Design mult_seq_flat, sky130hd; sources not shown.
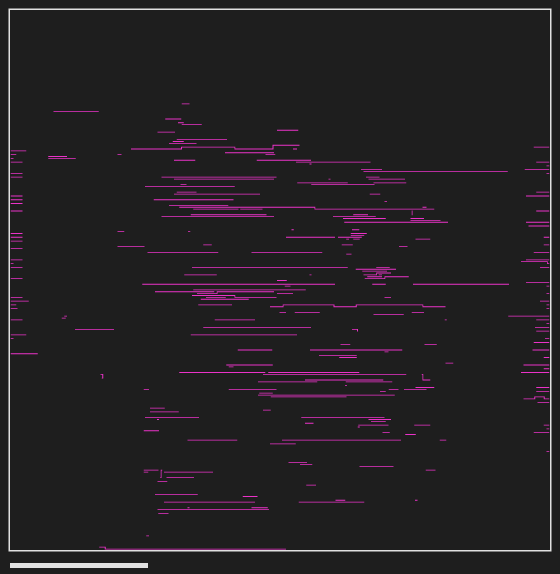
Run 1: signal wires on met3
The bar under the picture is 50 um long.
192 nets have wire on it. The longest straight run is 69.5 um. The wires run mostly horizontal. The layer holds 6.4% of the routed length.
vias: 13218
global-route met3 utilization: 0.02522
drt total wl: 42430 um

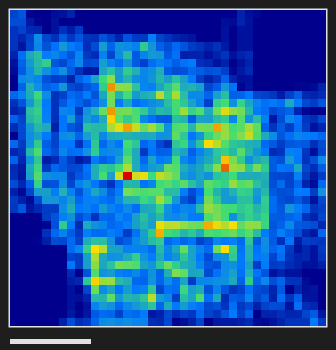
Run 1: wire density map
The bar under the picture is 50 um long. The die is cut into 39 by 39 equal tiles; dark blue is low, red is high, scaled to the fullest tile. Values are wire area over tile area, all layers added.
The mean over all tiles is 0.18. The fullest tile reaches 0.77. 18% of the tiles are nearly empty.
total track usage: 0.2246
drt wl/cell: 16.12 um

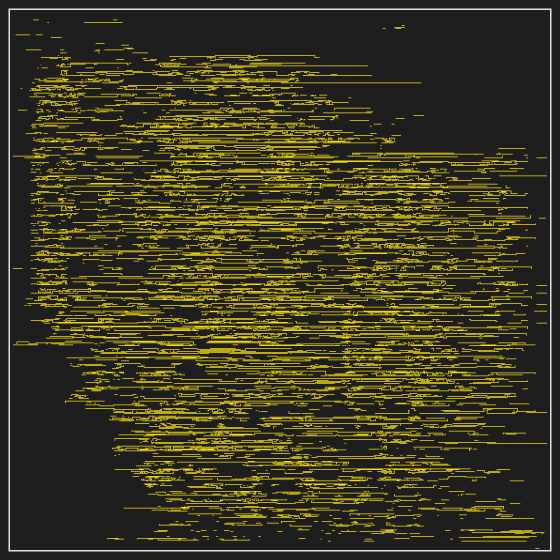
Run 1: met1 routing
The layer holds 49% of the routed length. The wires run mostly horizontal. The longest straight run is 62.1 um. 2103 nets have wire on it.
M1 GR Usage: 0.3364

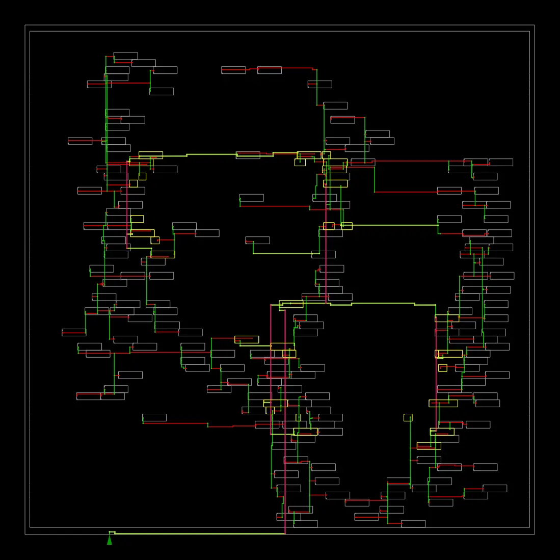
Run 1: the clock network
Seq cells: 170
# clock sinks: 170
clock-net power: 2.19 mW
clock buffer count: 20

==> results.sh <==
# source this file to load flow results
export IMPL_setup_violations_final=0
export IMPL_placed_cells=2599
export IMPL_top_area_cell="dfrtp_1"
export IMPL_synth_nets=2137
export IMPL_edf_count=0
export IMPL_top_cells_by_area="dfrtp_1, nand2_1, inv_1"
export IMPL_ys_area_um2=12970
export IMPL_ir_worst_vdd_mv=0.4802
export IMPL_dr_pass1_iters=5
export IMPL_maxSlewHeadroom=0.3863
export IMPL_totalPowerFinal_mw=15.38
export IMPL_period_needed_ps=2333
export IMPL_cts_buffer_depth=2
export IMPL_cts_root_buf="clkbuf_16"
export IMPL_drt_iter0_markers=1032
export IMPL_clkTransAtPathRegs_ps=80
export IMPL_power_density_nw_per_um2=997.9
export IMPL_post_route_drc_count=0
export IMPL_cp_data_required_time_ps=3420
export IMPL_place_gp_congestion=0.9793
export IMPL_syn_inst=2032
export IMPL_clk_latency_ps=450
export IMPL_start_kind="flop"
export IMPL_cts_tree="yes"
export IMPL_stdcell_count=2632
export IMPL_grt_pass1_vias=12500
export IMPL_max_cap_violations=0
export IMPL_chipArea_um2=38220
export IMPL_grt_max_degree=89
export IMPL_drive_gt1_frac=0.04945
export IMPL_grt_first_pass_wirelength_um=67520
export IMPL_synth_flops=170
export IMPL_placedInstanceArea_um2=14820
export IMPL_htree_levels=4
export IMPL_syn_area_um2=12970
export IMPL_cp_data_arrival_time_ps=2660
export IMPL_grt_antenna_before_repair=0
export IMPL_ys_cells=2032
export IMPL_largest_reg_flops=64
export IMPL_die_y_um=195.5
export IMPL_p_leak_nw=7.814
export IMPL_rrSetupSlack_ps=770
export IMPL_final_common_cell="nand2_1"
export IMPL_top_area_frac=0.3280
export IMPL_fp_util=0.3552
export IMPL_cts_buffers=17
export IMPL_period_used=0.7527
export IMPL_status="finished, final reports clean"
export IMPL_path_max_fanout=32
export IMPL_most_common_layout_cells="nand2_1, inv_1, nor2_1, nand3_1, dfrtp_1"
export IMPL_worstRegToRegCells=13
export IMPL_syn_area_per_cell_um2=6.383
export IMPL_timing_final_max_slew_violations=0
export IMPL_rsz0062_at_grt="no"
export IMPL_globalRouteOverflowTotal=0
export IMPL_area_delta_synth_final_pct=18.82
export IMPL_fmax_mhz=428.6
export IMPL_finalSetupTns_ps=0
export IMPL_async_reset_ff_frac=1.000
export IMPL_fin_nets=2256
export IMPL_worstMarginPinSlew_ps=919.6
export IMPL_synth_distinct_cells=44
export IMPL_port_buffers=133
export IMPL_post_cts_setup_buffers=0
export IMPL_cts_resized=0
export IMPL_placementRows=70
export IMPL_dpl_hpwl_um=33960
export IMPL_via_per_inst=5.022
export IMPL_openroad_warnings=26
export IMPL_postSynthSeqShare=0.3280
export IMPL_fin_skew_ps=11.96
export IMPL_die_width_um=195.5
export IMPL_diodes=0
export IMPL_flop_cell="dfrtp_1"
export IMPL_min_path_type="input pin to asynchronous set/reset pin"
export IMPL_final_hold_violation_count=0
export IMPL_path_class="flop to flop"
export IMPL_yosysWarnings=0
export IMPL_ioPinCount=134
export IMPL_core_region_area_um2=36520
export IMPL_final_area_um2=15410
export IMPL_final_antenna_net_count=0
export IMPL_fin_hold_ws_ps=372.8
export IMPL_endpoint_kind="flop"
## run 1: metal layers
metal,part of all wire,global-route usage
met1,0.49,0.3364
met2,0.42,0.3396
met3,0.064,0.02522
met4,0.020,0.06144
met5,0,0
## run 1: through the flow
stage / util / worst slack (ps)
floorplan: - / 822.3
CTS: 0.4220 / 788.5
detailed placement: 0.4057 / 761.3
global route: 0.4220 / 543.0
global placement: 0.4057 / 749.9
finish: 0.4220 / 766.5
## run 1: report_power, final
part           internal, mW  leakage (nW)  switching (mW)
Combinational          2.98          5.40            5.81
Clock                  1.18         0.287            1.02
Sequential             3.16          2.12            1.24
Total                  7.32          7.81            8.06
## run 1: synth_stat cells, drive strengths merged (18+ instances only)
library cell / number
a21oi: 44
a22oi: 28
nand4: 36
nand3: 176
ha: 36
buf: 29
nor2: 248
xor2: 43
nor3: 18
inv: 259
clkbuf: 26
dfrtp: 170
o21ai: 137
nand2: 723
## run 1: cells by family after synthesis
group | after synthesis | share of synthesized area
AND/OR/NAND/NOR | 1212 | 0.3969
adder cells (fa/ha/maj) | 37 | 0.03627
XOR/XNOR | 59 | 0.03984
flip-flops | 170 | 0.3280
AND-OR/OR-AND | 238 | 0.1043
buffers and inverters | 316 | 0.09472
## run 1: what timing repair did
item / CTS / global route
endpoints found under the setup margin: 0 / 0
hold endpoints to repair: 45 / 0
hold buffers: 1 / 0
## run 1: worst max-delay path, cell delays in order (launching register included)
cell,delay [ps]
dfrtp_1,340
buf_4,320
nand2_1,170
fa_1,450
inv_1,110
nand3_1,70
nand3_1,170
nand2_1,80
nand2_1,120
nand2_1,70
nand2_1,110
nand2_1,70
nand2_1,50
o21ai_0,70
## run 1: area by class of cell
| cell class | count | area, um^2 |
|---|---|---|
| tap | 468 | 585.6 |
| clock inverter | 12 | 128.9 |
| clock buffer | 20 | 456.7 |
| inverter | 261 | 979.7 |
| multi-input combinational | 1546 | 7493 |
| timing repair buffer | 155 | 1513 |
| sequential | 170 | 4255 |
| fill | 3855 | 21110 |
Power and IR drop assume default switching activity.
